<file path="config.mk">
export PLATFORM = sky130hd
export DESIGN_NAME = abs_pipe
export DESIGN_NICKNAME = d
export VERILOG_FILES = /design/src/rtl/abs_pkg.sv /design/src/rtl/abs_lane.sv /design/src/rtl/abs_pipe.sv
export SDC_FILE = /design/constraint.sdc
export NUM_CORES = 1
export LEC_CHECK = 0
export CORE_MARGIN = 2
export CORE_UTILIZATION = 30
export CTS_CLUSTER_SIZE = 25
export DETAILED_ROUTE_END_ITERATION = 12
export GPL_ROUTABILITY_DRIVEN = 0
export SLEW_MARGIN = 0
export SYNTH_ARGS = -nofsm -noshare
export SYNTH_HDL_FRONTEND = slang
export SYNTH_HIERARCHICAL = 1
export SYNTH_SLANG_ARGS = --single-unit
</file>
<file path="constraint.sdc">
create_clock -name clk -period 8.2 [get_ports clk]
set_input_delay 1.64 -clock clk [delete_from_list [all_inputs] [get_ports clk]]
set_output_delay 1.64 -clock clk [all_outputs]
set_load 0.01 [all_outputs]
</file>
<file path="src/rtl/abs_pkg.sv">
// Shared types and constants for the abs_pipe datapath: the per-transaction mode
// encoding and width-generic MIN/MAX helpers.
package abs_pkg;

  typedef enum logic [1:0] {
    PASS     = 2'd0,
    ABS_WRAP = 2'd1,
    ABS_SAT  = 2'd2,
    NEG      = 2'd3
  } abs_mode_t;

  // Results are 64 bits wide; callers keep the low `width` bits.
  function automatic logic [63:0] min_val(input int width);
    return 64'd1 << (width - 1);
  endfunction

  function automatic logic [63:0] max_val(input int width);
    return (64'd1 << (width - 1)) - 64'd1;
  endfunction

endpackage

</file>
<file path="src/rtl/abs_lane.sv">
// One lane of abs_pipe: combinational abs/negate/pass of a two's complement operand,
// reporting the input sign and whether the most-negative value overflowed.
module abs_lane
  import abs_pkg::*;
#(
  parameter int WIDTH = 8
) (
  input  logic [WIDTH-1:0] data_in,
  input  abs_mode_t        mode,
  output logic [WIDTH-1:0] data_out,
  output logic             negative,
  output logic             ovf
);

  localparam logic [63:0]      MIN_L = min_val(WIDTH);
  localparam logic [63:0]      MAX_L = max_val(WIDTH);
  localparam logic [WIDTH-1:0] MIN_V = MIN_L[WIDTH-1:0];
  localparam logic [WIDTH-1:0] MAX_V = MAX_L[WIDTH-1:0];

  logic [WIDTH-1:0] neg_val;
  logic             is_min;

  always_comb begin
    // Negating MIN wraps back to MIN, which is the defined wrap-around result.
    neg_val  = ~data_in + WIDTH'(1);
    is_min   = (data_in == MIN_V);
    negative = data_in[WIDTH-1];
    data_out = data_in;
    ovf      = 1'b0;
    case (mode)
      PASS: begin
        data_out = data_in;
        ovf      = 1'b0;
      end
      ABS_WRAP: begin
        data_out = data_in[WIDTH-1] ? neg_val : data_in;
        ovf      = is_min;
      end
      ABS_SAT: begin
        data_out = is_min ? MAX_V : (data_in[WIDTH-1] ? neg_val : data_in);
        ovf      = is_min;
      end
      NEG: begin
        data_out = neg_val;
        ovf      = is_min;
      end
      default: begin
        data_out = data_in;
        ovf      = 1'b0;
      end
    endcase
  end

endmodule

</file>
<file path="src/rtl/abs_pipe.sv">
// Multi-lane abs/negate unit: LANES abs_lane instances feed a STAGES-deep elastic
// pipeline with valid/ready handshakes and a saturating overflow-lane counter.
module abs_pipe
  import abs_pkg::*;
#(
  parameter int WIDTH  = 8,
  parameter int LANES  = 4,
  parameter int STAGES = 2,
  parameter int CNT_W  = 16
) (
  input  logic                   clk,
  input  logic                   rst,
  input  logic                   in_valid,
  output logic                   in_ready,
  input  logic [LANES*WIDTH-1:0] in_data,
  input  abs_mode_t              in_mode,
  output logic                   out_valid,
  input  logic                   out_ready,
  output logic [LANES*WIDTH-1:0] out_data,
  output logic [LANES-1:0]       out_neg,
  output logic [LANES-1:0]       out_ovf,
  input  logic                   cnt_clr,
  output logic [CNT_W-1:0]       ovf_count
);

  // Handshake: a transfer happens on a rising edge where valid && ready; the
  // producer holds valid and data stable until then, and ready may depend
  // combinationally on the downstream ready.

  localparam int DW = LANES * WIDTH;
  localparam int PW = $clog2(LANES + 1);
  localparam int SW = CNT_W + PW;
  localparam logic [CNT_W-1:0] CNT_MAX = '1;

  logic [DW-1:0]    lane_data;
  logic [LANES-1:0] lane_neg;
  logic [LANES-1:0] lane_ovf;

  for (genvar i = 0; i < LANES; i++) begin : g_lane
    abs_lane #(.WIDTH(WIDTH)) u_lane (
      .data_in (in_data[i*WIDTH +: WIDTH]),
      .mode    (in_mode),
      .data_out(lane_data[i*WIDTH +: WIDTH]),
      .negative(lane_neg[i]),
      .ovf     (lane_ovf[i])
    );
  end

  logic [STAGES-1:0] valid_q, valid_d, load;
  logic [DW-1:0]     data_q [STAGES];
  logic [DW-1:0]     data_d [STAGES];
  logic [LANES-1:0]  neg_q  [STAGES];
  logic [LANES-1:0]  neg_d  [STAGES];
  logic [LANES-1:0]  ovf_q  [STAGES];
  logic [LANES-1:0]  ovf_d  [STAGES];
  logic [CNT_W-1:0]  cnt_q, cnt_d;
  logic [PW-1:0]     pop;
  logic [SW-1:0]     sum;

  always_comb begin
    // A slot may load when it is empty or its contents move on this edge.
    load[STAGES-1] = !valid_q[STAGES-1] || out_ready;
    for (int k = STAGES - 2; k >= 0; k--) begin
      load[k] = !valid_q[k] || load[k+1];
    end

    for (int k = 0; k < STAGES; k++) begin
      valid_d[k] = valid_q[k];
      data_d[k]  = data_q[k];
      neg_d[k]   = neg_q[k];
      ovf_d[k]   = ovf_q[k];
    end

    if (load[0]) begin
      valid_d[0] = in_valid;
      if (in_valid) begin
        data_d[0] = lane_data;
        neg_d[0]  = lane_neg;
        ovf_d[0]  = lane_ovf;
      end
    end
    for (int k = 1; k < STAGES; k++) begin
      if (load[k]) begin
        valid_d[k] = valid_q[k-1];
        if (valid_q[k-1]) begin
          data_d[k] = data_q[k-1];
          neg_d[k]  = neg_q[k-1];
          ovf_d[k]  = ovf_q[k-1];
        end
      end
    end
  end

  always_comb begin
    pop = '0;
    for (int i = 0; i < LANES; i++) begin
      pop = pop + PW'(ovf_q[STAGES-1][i]);
    end
    sum   = SW'(cnt_q) + SW'(pop);
    cnt_d = cnt_q;
    // Clear wins over a same-cycle increment, which is discarded.
    if (cnt_clr) begin
      cnt_d = '0;
    end else if (out_valid && out_ready) begin
      cnt_d = (sum > SW'(CNT_MAX)) ? CNT_MAX : sum[CNT_W-1:0];
    end
  end

  always_ff @(posedge clk or posedge rst) begin
    if (rst) begin
      valid_q <= '0;
      cnt_q   <= '0;
      for (int k = 0; k < STAGES; k++) begin
        data_q[k] <= '0;
        neg_q[k]  <= '0;
        ovf_q[k]  <= '0;
      end
    end else begin
      valid_q <= valid_d;
      cnt_q   <= cnt_d;
      for (int k = 0; k < STAGES; k++) begin
        data_q[k] <= data_d[k];
        neg_q[k]  <= neg_d[k];
        ovf_q[k]  <= ovf_d[k];
      end
    end
  end

  assign in_ready  = load[0];
  assign out_valid = valid_q[STAGES-1];
  assign out_data  = data_q[STAGES-1];
  assign out_neg   = neg_q[STAGES-1];
  assign out_ovf   = ovf_q[STAGES-1];
  assign ovf_count = cnt_q;

endmodule

</file>
Run 1, metal 4:
Supply wires on this layer in grey.
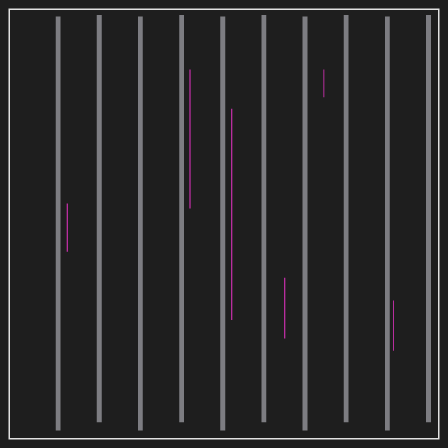
share of all routed wire: 1.4%
wire length on this layer: 175 um

Run 1, clock wiring as the flow saved it:
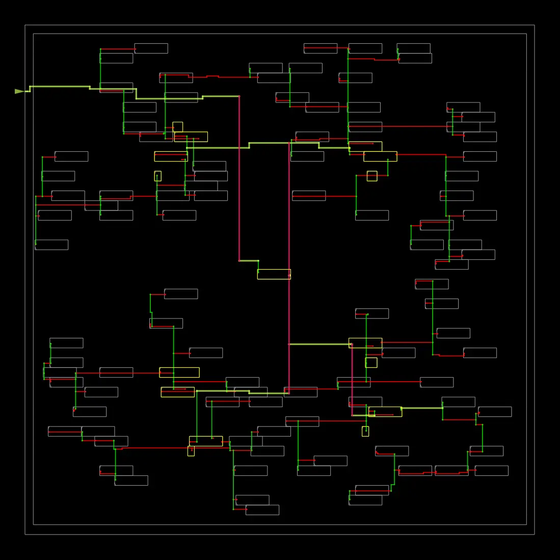
TritonCTS buffer count: 9
clk latency late pin: 350 ps
TritonCTS Sinks: 98
flip-flops: 98
Power Clock: 0.000428 W

==> results.cfg, run 1 <==
; synthesis and place-and-route metrics
[run_status]
outcome = complete, no violations

[critical_path]
required_ps = 6560
worstRegToRegCells = 9
r2r-start = out_ovf[0]$_DFFE_PP0P_
cp_common_cell = clkdlybuf4s50_1
cp_num_buf_inv = 2
crit_fanout = 5
critPathCaptureType = output pin
startpoint = out_ready
r2r-end = ovf_count[7]$_DFFE_PP0P_
slowest_stage = clkdlybuf4s50_1
crit_cells = 3
cp-endpoint = in_ready

[logic_synthesis]
xor_area_share_pct = 0.621
ys_types = 45
ys_sh_mux_pct = 16.5
ys_chip_area_um2 = 5640
yosys_warnings = 6
yosysTopAreaCellShare_pct = 43.5
simple_gate_area_share_pct = 12.5
ys_seq_share_pct = 43.5
topCombFamilyByArea = multiplexers
ys.flops = 98
ys_sh_adder_pct = 3.77
synth-edff-count = 0
syn_area_per_cell_um2 = 11.0
ys_top_cells_by_area = dfrtp_1 43%, mux2_2 16%, buf_4 6.4%
ys_cells = 513
synth_nets = 564

[worst_hold_path]
worstHoldPathCells = 1
holdPathEnd = out_data[6]$_DFFE_PP0P_
hp-start = data_q[38]$_DFFE_PP0P_
hold_class = reg -> reg

[cells_and_area]
logic_area_um2 = 2680
signal_buffers = 99
drive_above_1_share_pct = 25.5
final_cell_area_um2 = 6800
area_growth_pct = 20.6
comb_area_share_pct = 39.4
final-seq-area_um2 = 2450
insertedDiodeCount = 0
nClkBuffers = 9
lay_top_cells = 98 x dfrtp_1, 95 x clkdlybuf4s50_1, 80 x mux2_2, 26 x nor2_1, 26 x inv_1
largestClassByArea = combinational gates
layout.nets = 614
inv_count = 27

[pwr]
p_seq_share_pct = 44.0
vdd_drop_max_v = 0.000112
internal-power_w = 0.00101
largestPowerGroup = registers
finalPower_w = 0.00139
p_seq_w = 0.000612

[timing]
maxSlewHeadroom_pct = 30.8
finalHoldViolCount = 0
finalSetupTns_ps = 0
fin_ws_ps = 3650
finalClockPeriodUsage_pct = 55.5
worst_slew_pin_slew_ps = 1030
rsz0062_at_grt = false
worst_clock_skew_ps = 9.67

[floorplan]
top_level_ports = 97
dieArea_um2 = 19900
fp.dieW_um = 141
well_tap_count = 234
core.rowCount = 50
coreArea_um2 = 18600

[placement]
post-place-ws_ps = 3660
place_area_um2 = 6510

[global_routing]
grt.overflow.total = 0
antenna_found_initial = 0
grt_first_pass_wirelength_mm = 21.0

[detailed_routing]
wl_met2_mm = 6.27
routed.top_layer = met4
first_pass_iters = 5
dr_total_vias = 4123
drc_errors = 0
drt-total-wl_mm = 12.8
drtAntennaViolNets = 0
drt_iter0_drc = 247

[job]
warnings = 26
maxCapViolations = 0

[clock_tree]
cts_hold_buf = 0
post_cts_buffers = 0
clockBufferDepth = 2
cts_tree = built
cts.root.buffer_cell = clkbuf_16
Run 1, cells by drive strength:
The bar under the picture is 50 um long.
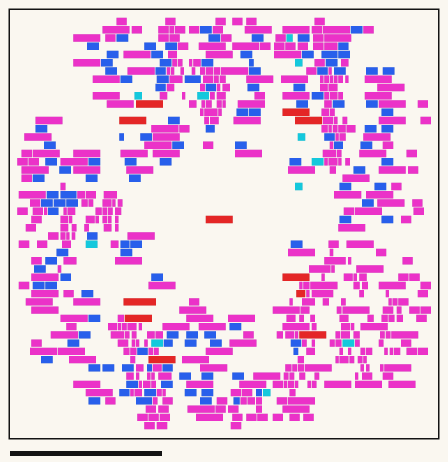
| size | colour | cells | most used |
|---|---|---|---|
| x2 | blue | 123 | mux2_2 |
| x3 and x4 | cyan | 11 | nor2_4 |
| x6 and larger | red | 11 | clkbuf_16 |
| x1 and smaller | magenta | 423 | dfrtp_1 |

==> run 2, diff against run 1 <==
clock period = 4 ns   (was 8.2 ns; I/O delays follow)
Run 2, register map, names as in the netlist:
Other sequential cells in the stronger grey, the rest of the logic in the fainter grey.
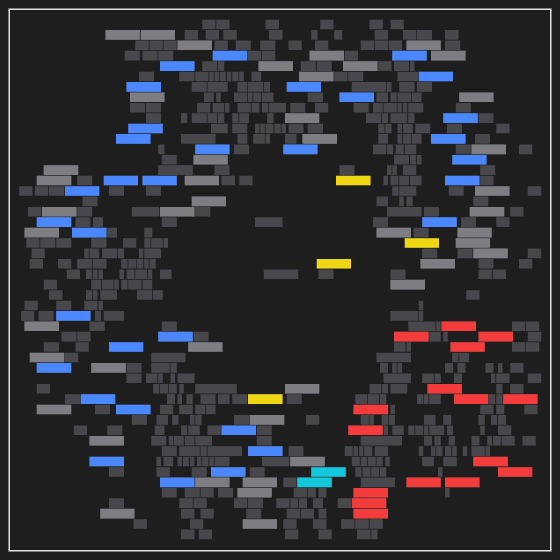
| signal | colour | sequential cells |
|---|---|---|
| `valid_q` | cyan | 2 |
| `ovf_q` | yellow | 4 |
| `data_q` | blue | 32 |
| `ovf_count` | red | 16 |
not coloured: 44

==> results.cfg, run 2 <==
; synthesis and place-and-route metrics
[detailed_routing]
drtAntennaViolNets = 0
first_pass_iters = 4
wl_met2_mm = 6.05
dr_total_vias = 4046

[timing]
fin_ws_ps = 1020
worst_slew_pin_slew_ps = 948
rsz0062_at_grt = false
finalSetupTns_ps = 0
finalClockPeriodUsage_pct = 74.5
finalHoldViolCount = 0

[clock_tree]
clk_latency_ps = 360
post_cts_buffers = 0
cts_buffers = 9
clockBufferDepth = 2
cts.root.buffer_cell = clkbuf_16
clock-sinks = 98
cts_hold_buf = 0

[cells_and_area]
signal_buffers = 99
lay_top_cells = 98 x dfrtp_1, 95 x clkdlybuf4s50_1, 80 x mux2_2, 26 x nor2_1, 26 x inv_1
insertedDiodeCount = 0
seq_cells = 98
nClkBuffers = 10
logic_area_um2 = 2680
drive_above_1_share_pct = 25.4
largestClassByArea = combinational gates
comb_area_share_pct = 39.1
final-seq-area_um2 = 2450
layout.nets = 614

[logic_synthesis]
syn_area_per_cell_um2 = 11.0
synth-edff-count = 0
ys_sh_mux_pct = 16.5
xor_area_share_pct = 0.621
synth_nets = 564
ys_seq_share_pct = 43.5
yosys_warnings = 6
ys_top_cells_by_area = dfrtp_1 43%, mux2_2 16%, buf_4 6.4%
ys_cells = 513
ys.flops = 98
ys_types = 45
ys_chip_area_um2 = 5640
simple_gate_area_share_pct = 12.5
yosysTopAreaCellShare_pct = 43.5

[placement]
post-place-ws_ps = 818
place_area_um2 = 6550

[critical_path]
critPathCaptureType = flop
r2r-start = out_ovf[0]$_DFFE_PP0P_
r2r-end = ovf_count[7]$_DFFE_PP0P_
cp-endpoint = ovf_count[7]$_DFFE_PP0P_
crit_cells = 9
worstRegToRegCells = 9
cp_common_cell = fa_1
startpoint = out_ovf[0]$_DFFE_PP0P_
crit_fanout = 13
required_ps = 4240

[pwr]
internal-power_w = 0.00216
powerClk_w = 0.000937
largestPowerGroup = registers
vdd_drop_max_v = 0.000213
p_seq_share_pct = 43.1
finalPower_w = 0.00291

[floorplan]
coreArea_um2 = 18600
top_level_ports = 97
core.rowCount = 50

[worst_hold_path]
hold_class = reg -> reg
holdPathEnd = out_data[29]$_DFFE_PP0P_
hp-start = data_q[61]$_DFFE_PP0P_

[run_status]
outcome = complete, no violations

[global_routing]
grt_first_pass_wirelength_mm = 20.6
antenna_found_initial = 0
Run 2, clock network drawn from the DEF:
The bar under the picture is 50 um long.
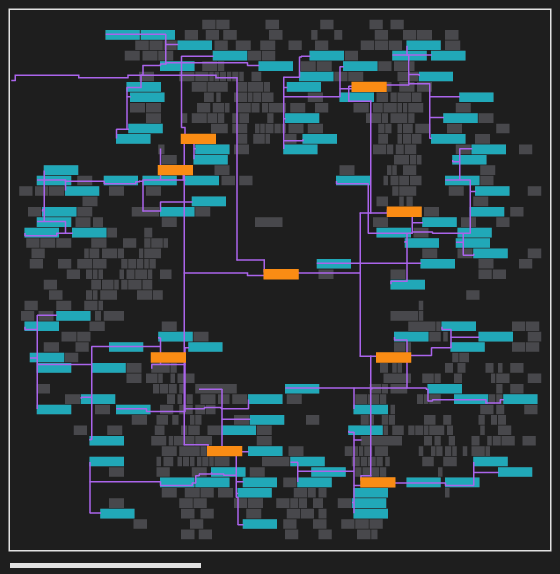

==> run 3, diff against run 2 <==
clock period = 2.6 ns   (was 4 ns; I/O delays follow)
Run 3, clock network drawn from the DEF:
The bar under the picture is 50 um long.
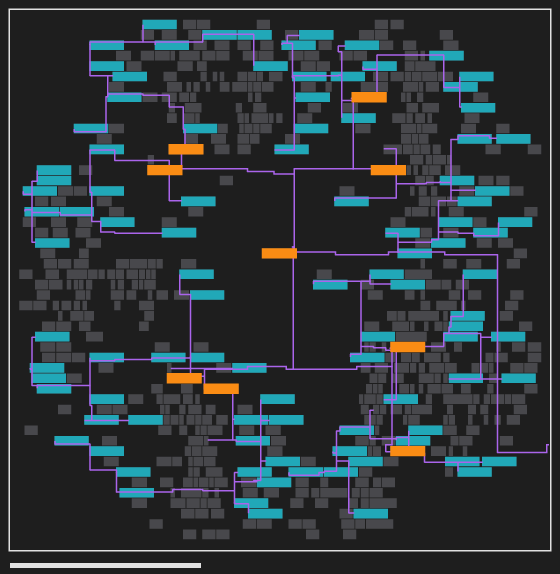
[clock wires] purple | length: 1410 um
[clock-net drivers] orange | count: 9
[flip-flops] cyan | count: 98
flops lie: all over the die

==> results.cfg, run 3 <==
; synthesis and place-and-route metrics
[logic_synthesis]
yosys_warnings = 6
ys_sh_mux_pct = 16.5
yosysTopAreaCellShare_pct = 43.5
xor_area_share_pct = 0.621
ys.flops = 98
ys_chip_area_um2 = 5640
syn_area_per_cell_um2 = 11.0
ys_cells = 513
ys_top_cells_by_area = dfrtp_1 43%, mux2_2 16%, buf_4 6.4%
ys_seq_share_pct = 43.5

[floorplan]
core.rowCount = 50
top_level_ports = 97

[pwr]
powerClk_w = 0.00123
p_seq_share_pct = 45.0
finalPower_w = 0.00429
internal-power_w = 0.00314
largestPowerGroup = registers

[critical_path]
r2r-end = ovf_count[11]$_DFFE_PP0P_
r2r-start = out_ovf[0]$_DFFE_PP0P_
startpoint = out_ovf[0]$_DFFE_PP0P_
critPathCaptureType = flop
worstRegToRegCells = 10
required_ps = 2830

[detailed_routing]
dr_total_vias = 4202
first_pass_iters = 4
drtAntennaViolNets = 0
wl_met2_mm = 6.49

[cells_and_area]
logic_area_um2 = 2760
signal_buffers = 119
comb_area_share_pct = 39.1
seq_cells = 98
final-seq-area_um2 = 2450
drive_above_1_share_pct = 30.4

[timing]
rsz0062_at_grt = true
worst_slew_pin_slew_ps = 731
setup_viol = 11
finalClockPeriodUsage_pct = 107
finalHoldViolCount = 0
fin_ws_ps = -189

[clock_tree]
cts.root.buffer_cell = clkbuf_16
cts_hold_buf = 0
post_cts_buffers = 0
clockBufferDepth = 2
clk_latency_ps = 340

[placement]
post-place-ws_ps = -204
place_area_um2 = 6710

[worst_hold_path]
hold_class = reg -> reg

[run_status]
failed_checks = setup timing
outcome = complete, but fails checks
Power is estimated from default activity; no workload was simulated.
